`src/rtl/if_id_fetch_queue_if.sv`:
```
// Handshake bundle between the fetch stage, the IF/ID queue and decode.
// slave: the queue side. master: the fetch/decode (or testbench) side.
interface if_id_fetch_queue_if #(
  parameter int DEPTH = 2,
  parameter int WIDTH = 32
);
  localparam int CW = $clog2(DEPTH + 1);

  logic             flush;
  logic             in_valid;
  logic [WIDTH-1:0] pc_in;
  logic [WIDTH-1:0] instruction_in;
  logic             in_ready;
  logic             out_ready;
  logic             out_valid;
  logic [WIDTH-1:0] pc_out;
  logic [WIDTH-1:0] instruction_out;
  logic [CW-1:0]    count;

  modport slave (
    input  flush, in_valid, pc_in, instruction_in, out_ready,
    output in_ready, out_valid, pc_out, instruction_out, count
  );

  modport master (
    output flush, in_valid, pc_in, instruction_in, out_ready,
    input  in_ready, out_valid, pc_out, instruction_out, count
  );
endinterface

```
`src/rtl/if_id_fetch_queue.sv`:
```
// IF/ID decoupling queue: buffers {pc, instruction} pairs from fetch and
// presents the oldest pair to decode (show-ahead). A taken branch (flush)
// discards everything; fetch freezes while the queue is full.
module if_id_fetch_queue #(
  parameter int DEPTH = 2,
  parameter int WIDTH = 32
) (
  input logic                 clk,
  input logic                 rst,
  if_id_fetch_queue_if.slave  q
);
  localparam int CW = $clog2(DEPTH + 1);
  localparam int PW = (DEPTH > 1) ? $clog2(DEPTH) : 1;

  logic [CW-1:0]    count_q, count_d;
  logic [PW-1:0]    wr_ptr_q, wr_ptr_d;
  logic [PW-1:0]    rd_ptr_q, rd_ptr_d;
  logic [WIDTH-1:0] pc_mem_q [DEPTH];
  logic [WIDTH-1:0] pc_mem_d [DEPTH];
  logic [WIDTH-1:0] instr_mem_q [DEPTH];
  logic [WIDTH-1:0] instr_mem_d [DEPTH];

  logic in_ready;
  logic out_valid;
  logic push;
  logic pop;

  // Explicit wrap compare so DEPTH need not be a power of two.
  function automatic logic [PW-1:0] ptr_inc(input logic [PW-1:0] p);
    return (p == PW'(DEPTH - 1)) ? '0 : p + PW'(1);
  endfunction

  // in_ready depends on count only, so there is no out_ready -> in_ready path;
  // a full queue being popped accepts the next push one cycle later.
  assign in_ready  = (count_q < CW'(DEPTH));
  assign out_valid = (count_q != '0);
  assign push      = q.in_valid & in_ready;
  assign pop       = out_valid & q.out_ready;

  assign q.in_ready        = in_ready;
  assign q.out_valid       = out_valid;
  assign q.count           = count_q;
  assign q.pc_out          = out_valid ? pc_mem_q[rd_ptr_q]    : '0;
  assign q.instruction_out = out_valid ? instr_mem_q[rd_ptr_q] : '0;

  // Next-state: flush wins over any push/pop in the same cycle.
  always_comb begin
    count_d     = count_q;
    wr_ptr_d    = wr_ptr_q;
    rd_ptr_d    = rd_ptr_q;
    pc_mem_d    = pc_mem_q;
    instr_mem_d = instr_mem_q;
    if (q.flush) begin
      count_d  = '0;
      wr_ptr_d = '0;
      rd_ptr_d = '0;
    end else begin
      if (push) begin
        pc_mem_d[wr_ptr_q]    = q.pc_in;
        instr_mem_d[wr_ptr_q] = q.instruction_in;
        wr_ptr_d              = ptr_inc(wr_ptr_q);
      end
      if (pop) begin
        rd_ptr_d = ptr_inc(rd_ptr_q);
      end
      if (push && !pop) begin
        count_d = count_q + CW'(1);
      end else if (pop && !push) begin
        count_d = count_q - CW'(1);
      end
    end
  end

  // State registers with asynchronous reset; storage is cleared as well.
  always_ff @(posedge clk or posedge rst) begin
    if (rst) begin
      count_q     <= '0;
      wr_ptr_q    <= '0;
      rd_ptr_q    <= '0;
      pc_mem_q    <= '{default: '0};
      instr_mem_q <= '{default: '0};
    end else begin
      count_q     <= count_d;
      wr_ptr_q    <= wr_ptr_d;
      rd_ptr_q    <= rd_ptr_d;
      pc_mem_q    <= pc_mem_d;
      instr_mem_q <= instr_mem_d;
    end
  end
endmodule

```
`src/flat_wrapper.sv`:
```
// flat-port wrapper written by rule: the top's interface ports become plain ports
module if_id_fetch_queue_flat 
#(
  parameter int DEPTH = 2,
  parameter int WIDTH = 32
)
  (clk, rst, q_flush, q_in_valid, q_pc_in, q_instruction_in, q_out_ready, q_in_ready, q_out_valid, q_pc_out, q_instruction_out, q_count);
  if_id_fetch_queue_if #(.DEPTH(DEPTH), .WIDTH(WIDTH)) q_i ();
  input logic clk;
  input logic rst;
  input wire logic [$bits(q_i.flush)-1:0] q_flush;
  input wire logic [$bits(q_i.in_valid)-1:0] q_in_valid;
  input wire logic [$bits(q_i.pc_in)-1:0] q_pc_in;
  input wire logic [$bits(q_i.instruction_in)-1:0] q_instruction_in;
  input wire logic [$bits(q_i.out_ready)-1:0] q_out_ready;
  output wire logic [$bits(q_i.in_ready)-1:0] q_in_ready;
  output wire logic [$bits(q_i.out_valid)-1:0] q_out_valid;
  output wire logic [$bits(q_i.pc_out)-1:0] q_pc_out;
  output wire logic [$bits(q_i.instruction_out)-1:0] q_instruction_out;
  output wire logic [$bits(q_i.count)-1:0] q_count;
  assign q_i.flush = q_flush;
  assign q_i.in_valid = q_in_valid;
  assign q_i.pc_in = q_pc_in;
  assign q_i.instruction_in = q_instruction_in;
  assign q_i.out_ready = q_out_ready;
  assign q_in_ready = q_i.in_ready;
  assign q_out_valid = q_i.out_valid;
  assign q_pc_out = q_i.pc_out;
  assign q_instruction_out = q_i.instruction_out;
  assign q_count = q_i.count;
  if_id_fetch_queue #(.DEPTH(DEPTH), .WIDTH(WIDTH)) u_core (.clk(clk), .rst(rst), .q(q_i));
endmodule
```
`config.mk`:
```
export PLATFORM = sky130hd
export DESIGN_NAME = if_id_fetch_queue_flat
export DESIGN_NICKNAME = d
export VERILOG_FILES = /design/src/rtl/if_id_fetch_queue_if.sv /design/src/rtl/if_id_fetch_queue.sv /design/src/flat_wrapper.sv
export SDC_FILE = /design/constraint.sdc
export NUM_CORES = 1
export LEC_CHECK = 0
export CORE_AREA = 2 2 116 118
export CTS_BUF_LIST = sky130_fd_sc_hd__clkbuf_8
export CTS_CLUSTER_SIZE = 28
export DETAILED_ROUTE_END_ITERATION = 10
export DIE_AREA = 0 0 118 120
export PLACE_DENSITY = 0.75
export SETUP_SLACK_MARGIN = 0.5
export SLEW_MARGIN = 5
export SYNTH_ARGS = -nofsm -noshare
export SYNTH_HDL_FRONTEND = slang
export SYNTH_SLANG_ARGS = --single-unit
```
`constraint.sdc`:
```
create_clock -name clk -period 5 [get_ports clk]
set_input_delay 1.5 -clock clk [delete_from_list [all_inputs] [get_ports clk]]
set_output_delay 1.5 -clock clk [all_outputs]
set_load 0.01 [all_outputs]
```
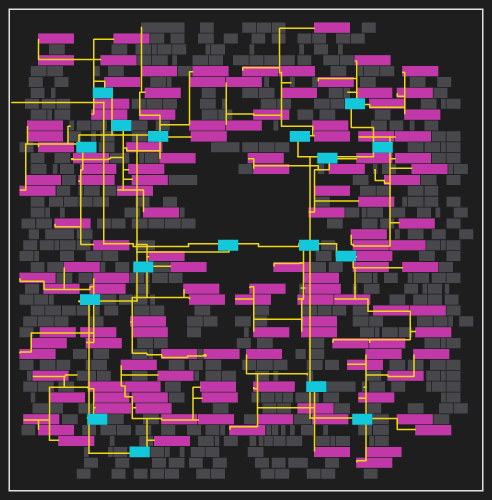
Fig. 1. Clock wires, drivers and flops (run 1).
(4 px per um)
magenta -> flip-flops  # count 132
cyan -> clock-net drivers  # count 17
yellow -> clock wires  # length 1470 um
flops lie = all over the die
power drawn by the clock network: 0.780 mW
Insertion Delay late pin: 430 ps
relative contribution of the clock network to total power: 0.255
worst-case clock skew: 6.97 ps

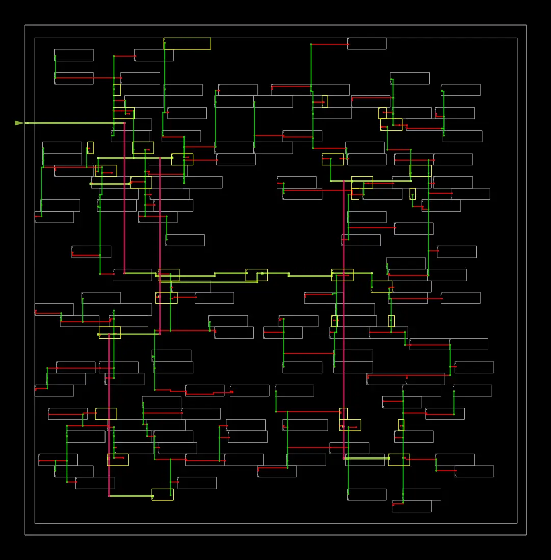
Fig. 2. Clock routing (run 1).
flop count: 132
clk sink count: 132
number of clock buffers inserted by TritonCTS: 17
Clock Buffer Count: 20

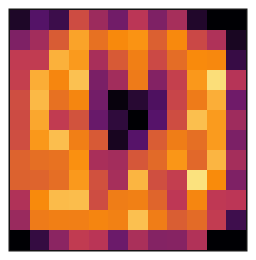
Fig. 3. Cell area per tile (run 1).
(2 px per um) 12 x 12 tiles, from black (low) to pale yellow (high), 0 to 100% covered.
tiles over 75% full = 17%
emptiest ninth of the die = center
mean over tiles = 54%
fullest tile = 94%
share of the core filled with cells in the final layout: 0.601
fraction of the core area occupied by cells at floorplan: 0.457
placeable core area: 13000 um2

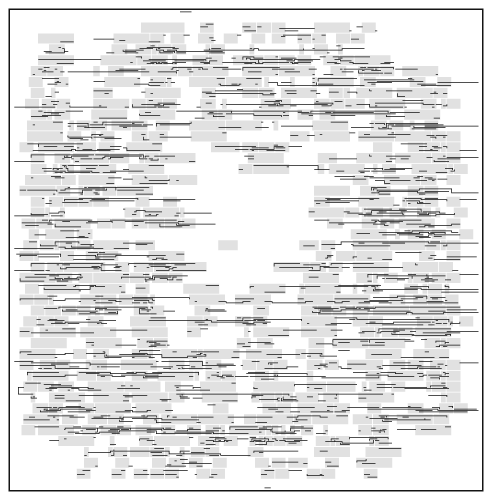
Fig. 4. Met1 routing (run 1).
(4 px per um) Cells faint in the background.
longest straight run = 31.3 um
main direction = horizontal
nets with wire on the layer = 553
total length of routed wires: 12100 um
via count: 3793
met1 track utilization from global routing: 0.219

==> run summary, run 1 <==
impl run done, here's what came out: Worst Setup SP=u_core.rd_ptr_q, non-clock buffer share of cell area=0.187, adder and majority cell fraction of the synthesized area=0, antenna violations before repair=0, fraction of area in multi-input gates=0.314, Largest area class, layout=registers, first-pass detailed-route iteration total=4, Final GP Congestion=0.691, transition time of the tightest slew-check pin=776 ps, nonclk inv count=3, yosys warning tally=0, power density over the cells=392 nW/um2, starting DRC count in detailed routing=161, capture point of the worst reg-to-reg path=u_core.instr_mem_q[38], Finished Cell Area=7800 um2, layout filler cell count=1087, outcome=finished, final reports clean, fraction of met2 tracks used by global routing=0.300, WS Path Type=reg -> out, H-tree depth=4, met1 wire length=approximately 5200 um, number of hold-repair buffers added at the cts stage=0, Tapcells=between 150 and 200, launch point of the worst hold path=u_core.instr_mem_q[52], total global routing track utilization=0.180, fraction of layout cells with a size suffix above 1=0.278, pin count of the biggest net entering global routing=133, post-CTS setup buffer count=0, cells after synthesis=434, Worst Hold Slack=488 ps, Avg Inst Size Synth=13.7 um2, layout-stage area growth over the synthesis result=31.4%, class of the tightest hold or removal check=reg -> reg, post-synth top area cell=sky130_fd_sc_hd__dfrtp_1, Die Y-Extent=between 100 and 150 um, share of total power in sequential cells=0.499, met3 wire len=759 um
==> run 2, diff against run 1 <==
--- a/config.mk
+++ b/config.mk
@@ -5,12 +5,12 @@
 export SDC_FILE = /design/constraint.sdc
 export NUM_CORES = 1
 export LEC_CHECK = 0
-export CORE_AREA = 2 2 116 118
+export CORE_AREA = 2 2 112 114
 export CTS_BUF_LIST = sky130_fd_sc_hd__clkbuf_8
 export CTS_CLUSTER_SIZE = 28
 export DETAILED_ROUTE_END_ITERATION = 10
-export DIE_AREA = 0 0 118 120
-export PLACE_DENSITY = 0.75
+export DIE_AREA = 0 0 114 116
+export PLACE_DENSITY = 0.77
 export SETUP_SLACK_MARGIN = 0.5
 export SLEW_MARGIN = 5
 export SYNTH_ARGS = -nofsm -noshare
==> constraint.sdc (replaced) <==
create_clock -name clk -period 3.7 [get_ports clk]
set_input_delay 1.11 -clock clk [delete_from_list [all_inputs] [get_ports clk]]
set_output_delay 1.11 -clock clk [all_outputs]
set_load 0.01 [all_outputs]
==> run 2 against run 1 <==
Critical path depth unchanged. First-iteration DRC count decreased by 0.62%. Die size decreased by 6.6%. Final cell count decreased by 2.5%. Largest power group unchanged.
==> run summary, run 2 <==
impl run done, here's what came out: top fanout value on the critical path=10 (was 35), Clock Buffer Count=21 (was 20), via count=3866 (was 3793), flop count=132 (unchanged), met1 track utilization from global routing=0.247 (was 0.219), path depth of the worst reg2reg path=4 (unchanged), Worst Hold Slack=490 ps (was 488 ps), pin count of the biggest net entering global routing=44 (was 133), WS Path Type=reg -> out (unchanged), nonclk inv count=3 (unchanged), total length of routed wires=12900 um (was 12100 um), cells after synthesis=434 (unchanged), highest attainable clock frequency=321 MHz, maximum ir drop on the vdd rail=0.290 mV (was 0.252 mV), class of the tightest hold or removal check=reg -> reg (unchanged), async set-or-reset flop fraction in the synthesized netlist=1.00 (unchanged), fraction of area in multi-input gates=0.313 (was 0.314), fraction of the core area occupied by cells at floorplan=0.498 (was 0.457), net load switching power=1.12 mW (was 0.800 mW), Avg Inst Size Synth=13.7 um2 (unchanged), met1 wire length=5410 um (was 5180 um), IO Port Bufs=136 (unchanged), capture point of the worst reg-to-reg path=u_core.pc_mem_q[19] (was u_core.instr_mem_q[38]), fraction of layout cells with a size suffix above 1=0.292 (was 0.278), share of total power in sequential cells=0.499 (about the same), H-tree depth=4 (unchanged), Top cells excl fill/tap=sky130_fd_sc_hd__clkdlybuf4s50_1 (131), sky130_fd_sc_hd__dfrtp_1 (131), sky130_fd_sc_hd__mux2_2 (124), sky130_fd_sc_hd__nor2_1 (67), sky130_fd_sc_hd__mux2i_1 (64) (was sky130_fd_sc_hd__clkdlybuf4s50_1 (136), sky130_fd_sc_hd__dfrtp_1 (131), sky130_fd_sc_hd__mux2_2 (124), sky130_fd_sc_hd__nor2_1 (67), sky130_fd_sc_hd__mux2i_1 (64)), antenna violations before repair=0 (unchanged), adder and majority cell fraction of the synthesized area=0 (unchanged), power density over the cells=527 nW/um2 (was 392 nW/um2), max-slew violation count=0 (unchanged), most numerous cell in the Yosys netlist=sky130_fd_sc_hd__dfrtp_1 (unchanged), Die Y-Extent=116 um (was 120 um), fraction of met2 tracks used by global routing=0.345 (was 0.300), number of clock buffers inserted by TritonCTS=17 (unchanged), cell total in the yosys stat output=434 (unchanged), layout filler cell count=950 (was 1087), Final GP Congestion=0.796 (was 0.691), Hold Violations, Final=0 (unchanged), number of cells after detailed placement=703 (was 725), share of the core filled with cells in the final layout=0.657 (was 0.601), Logic cell area=2450 um2 (unchanged), post-synthesis instance area=5930 um2 (unchanged), Worst Setup SP=u_core.rd_ptr_q (unchanged), outcome=finished, final reports clean (unchanged), met3 wire len=865 um (was 759 um), post-cts resize count=1 (was 0), yosys warning tally=0 (unchanged), launch point of the worst hold path=u_core.instr_mem_q[51] (was u_core.instr_mem_q[52]), clock-pin slew on the worst setup and hold paths=60 ps (was 70 ps), Power, Total=4.12 mW (was 3.06 mW), placeable core area=11900 um2 (was 13000 um2), clock-cell share of area=0.0425 (was 0.0446), clk sink count=132 (unchanged), final cycle utilization of the critical path=0.843, Finished Cell Area=7830 um2 (was 7800 um2), time the worst path needs with I/O delays and setup=3120 ps, max-cap violation count=0 (unchanged), post-synth tally of flip-flops with integrated enable=0 (unchanged), transition time of the tightest slew-check pin=665 ps (was 776 ps), library cell used as clock root buffer=sky130_fd_sc_hd__clkbuf_8 (unchanged), top-area cell type share of the netlist area=0.557 (unchanged), post-synth top area cell=sky130_fd_sc_hd__dfrtp_1 (unchanged), starting DRC count in detailed routing=160 (was 161), final net count=647 (was 637), non-clock buffer share of cell area=0.196 (was 0.187), number of global-route vias before repair=4282 (was 4055), post-CTS setup buffer count=3 (was 0), Nets at Floorplan=503 (unchanged), post-synth area from yosys stat=5930 um2 (unchanged), first-pass detailed-route iteration total=4 (unchanged), layout-stage area growth over the synthesis result=31.9% (was 31.4%), Largest area class, layout=registers (unchanged), busiest metal layer after global routing=met2 (unchanged), total global routing track utilization=0.208 (was 0.180), sequential portion of the cell area=0.423 (was 0.424), AND-OR/OR-AND Cells, Area Fraction=0.00401 (unchanged), number of inserted diodes=0 (unchanged), setup-violating endpoint count in the final report=0 (unchanged), worst slew margin relative to its limit=0.556 (was 0.481), flops out of synthesis=132 (unchanged), Tapcells=147 (was 176), number of hold-repair buffers added at the cts stage=0 (unchanged)
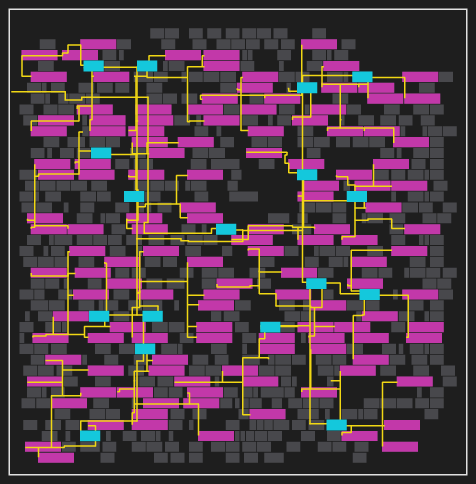
Fig. 5. Clock wires, drivers and flops (run 2).
(4 px per um)
cyan -> clock-net drivers  # count 17
magenta -> flip-flops  # count 132
yellow -> clock wires  # length 1540 um
routed clock nets = 18
flops lie = all over the die
power drawn by the clock network: 1.02 mW
Insertion Delay late pin: 450 ps
worst-case clock skew: 6.89 ps
relative contribution of the clock network to total power: 0.248

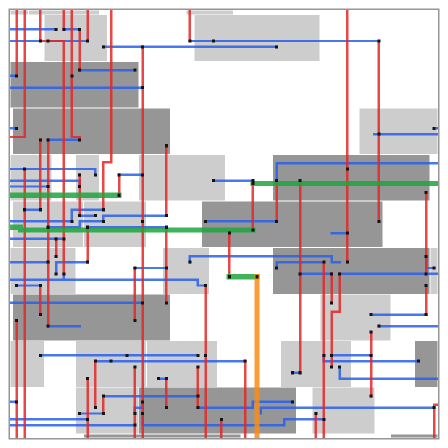
Fig. 6. A small window of the routed layout (run 2).
Region (44, 46) to (69, 71) um. Cells in gray, sequential cells in the stronger gray; small squares are vias.
green -> M3
blue -> M1
orange -> M4
red -> M2
sequential cells in the window = 7
most frequent = mux2_2 (6), dfrtp_1 (6)
netlist names of flops here include = `u_core.instr_mem_q` (3), `u_core.pc_mem_q` (3)
cells with their middle in the window = 24

Fig. 7: run 2, clock routing
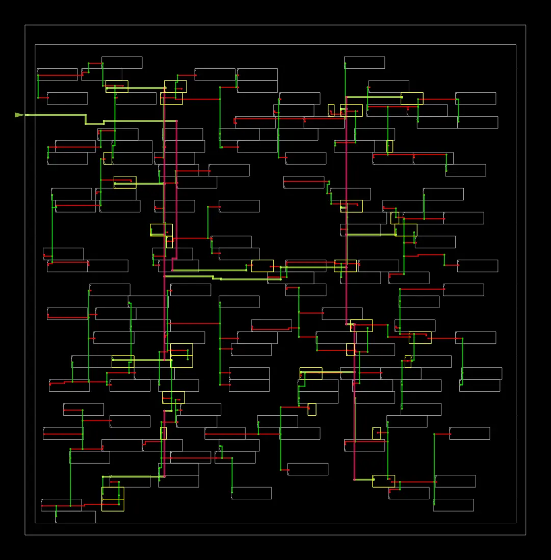

==> run 3, diff against run 2 <==
--- a/config.mk
+++ b/config.mk
@@ -5,12 +5,12 @@
 export SDC_FILE = /design/constraint.sdc
 export NUM_CORES = 1
 export LEC_CHECK = 0
-export CORE_AREA = 2 2 112 114
+export CORE_AREA = 2 2 116 118
 export CTS_BUF_LIST = sky130_fd_sc_hd__clkbuf_8
 export CTS_CLUSTER_SIZE = 28
 export DETAILED_ROUTE_END_ITERATION = 10
-export DIE_AREA = 0 0 114 116
-export PLACE_DENSITY = 0.77
+export DIE_AREA = 0 0 118 120
+export PLACE_DENSITY = 0.75
 export SETUP_SLACK_MARGIN = 0.5
 export SLEW_MARGIN = 5
 export SYNTH_ARGS = -nofsm -noshare
==> constraint.sdc (replaced) <==
create_clock -name clk -period 2.8 [get_ports clk]
set_input_delay 0.84 -clock clk [delete_from_list [all_inputs] [get_ports clk]]
set_output_delay 0.84 -clock clk [all_outputs]
set_load 0.01 [all_outputs]
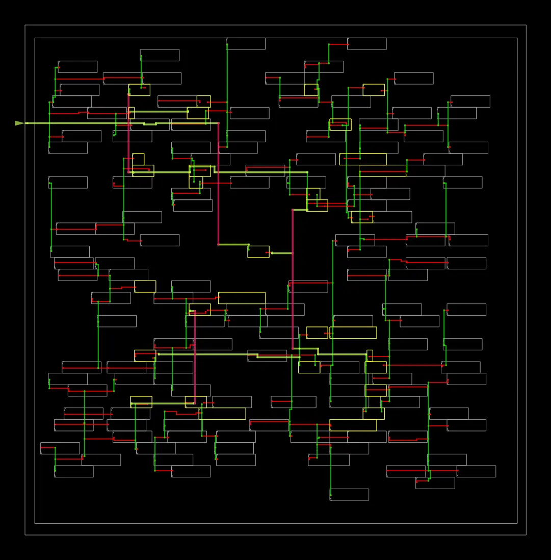
Fig. 8. Clock routing (run 3).
worst-case clock skew: 10.8 ps
power drawn by the clock network: 1.93 mW
Insertion Delay late pin: 430 ps

==> run 3 against run 2 <==
First-iteration DRC count down 15%. Count of clock-buffer cells in the layout fell by 2. Hold slack improved by 10 ps. Synthesized area is the same. Final cell count increased by 7.1%. Critical endpoint is now q_instruction_out[30]. Largest cell class unchanged.
==> run summary, run 3 <==
impl run done, here's what came out: Avg Inst Size Synth=13.7 um2 (unchanged), Largest area class, layout=registers (unchanged), met1 wire length=5900 um (was 5410 um), number of cells after detailed placement=729 (was 703), fraction of met2 tracks used by global routing=0.346 (was 0.345), cell total in the yosys stat output=434 (unchanged), max-cap violation count=0 (unchanged), outcome=finished, final reports clean (unchanged), fraction of area in multi-input gates=0.301 (was 0.313), starting DRC count in detailed routing=136 (was 160), Worst Setup SP=u_core.rd_ptr_q (unchanged), Tapcells=176 (was 147), Die Y-Extent=120 um (was 116 um), class of the tightest hold or removal check=reg -> reg (unchanged), maximum ir drop on the vdd rail=0.323 mV (was 0.290 mV), number of hold-repair buffers added at the cts stage=0 (unchanged), final net count=669 (was 647), Final GP Congestion=0.721 (was 0.796), top fanout value on the critical path=8 (was 10), clock-cell share of area=0.0594 (was 0.0425), via count=4025 (was 3866), met1 track utilization from global routing=0.252 (was 0.247), most numerous cell in the Yosys netlist=sky130_fd_sc_hd__dfrtp_1 (unchanged), H-tree depth=4 (unchanged), non-clock buffer share of cell area=0.211 (was 0.196), layout-stage area growth over the synthesis result=39.4% (was 31.9%), fraction of layout cells with a size suffix above 1=0.444 (was 0.292), post-synthesis instance area=5930 um2 (unchanged), antenna violations before repair=0 (unchanged), WS Path Type=reg -> out (unchanged), Power, Total=6.12 mW (was 4.12 mW), busiest metal layer after global routing=met2 (unchanged), path depth of the worst reg2reg path=5 (was 4), met3 wire len=892 um (was 865 um), max-slew violation count=0 (unchanged), fraction of the core area occupied by cells at floorplan=0.457 (was 0.498), adder and majority cell fraction of the synthesized area=0 (unchanged), post-synth top area cell=sky130_fd_sc_hd__dfrtp_1 (unchanged), top-area cell type share of the netlist area=0.557 (unchanged), library cell used as clock root buffer=sky130_fd_sc_hd__clkbuf_8 (unchanged), launch point of the worst hold path=u_core.pc_mem_q[56] (was u_core.instr_mem_q[51]), first-pass detailed-route iteration total=6 (was 4), total length of routed wires=14100 um (was 12900 um), nonclk inv count=3 (unchanged), AND-OR/OR-AND Cells, Area Fraction=0.00401 (unchanged), time the worst path needs with I/O delays and setup=2550 ps, setup-violating endpoint count in the final report=0 (unchanged), post-synth area from yosys stat=5930 um2 (unchanged), flop count=132 (unchanged), post-CTS setup buffer count=8 (was 3), power density over the cells=740 nW/um2 (was 527 nW/um2), Clock Buffer Count=19 (was 21), number of global-route vias before repair=4249 (was 4282), Nets at Floorplan=503 (unchanged), Top cells excl fill/tap=sky130_fd_sc_hd__dfrtp_1 (130), sky130_fd_sc_hd__mux2_2 (124), sky130_fd_sc_hd__clkdlybuf4s50_1 (68), sky130_fd_sc_hd__nor2_1 (61), sky130_fd_sc_hd__mux2i_1 (58) (was sky130_fd_sc_hd__clkdlybuf4s50_1 (131), sky130_fd_sc_hd__dfrtp_1 (131), sky130_fd_sc_hd__mux2_2 (124), sky130_fd_sc_hd__nor2_1 (67), sky130_fd_sc_hd__mux2i_1 (64)), layout filler cell count=1022 (was 950), net load switching power=1.60 mW (was 1.12 mW)
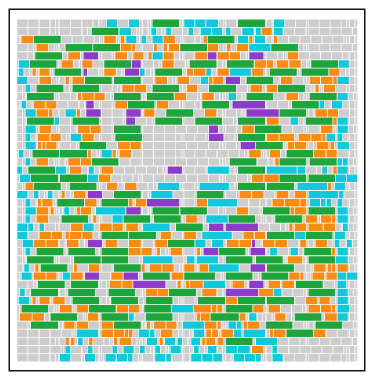
Fig. 9. Placed cells, one color a class (run 3).
(3 px per um) Fill, decap, tap and diode cells in gray.
orange -> remaining logic cells  # cells 275
green -> registers  # cells 132
purple -> clock drivers and dummy loads  # cells 32
cyan -> remaining buffers and delay cells  # cells 174
sequential portion of the cell area: 0.400
standard-cell row count: 42
Finished Cell Area: 8270 um2

Power is estimated from default activity; no workload was simulated.
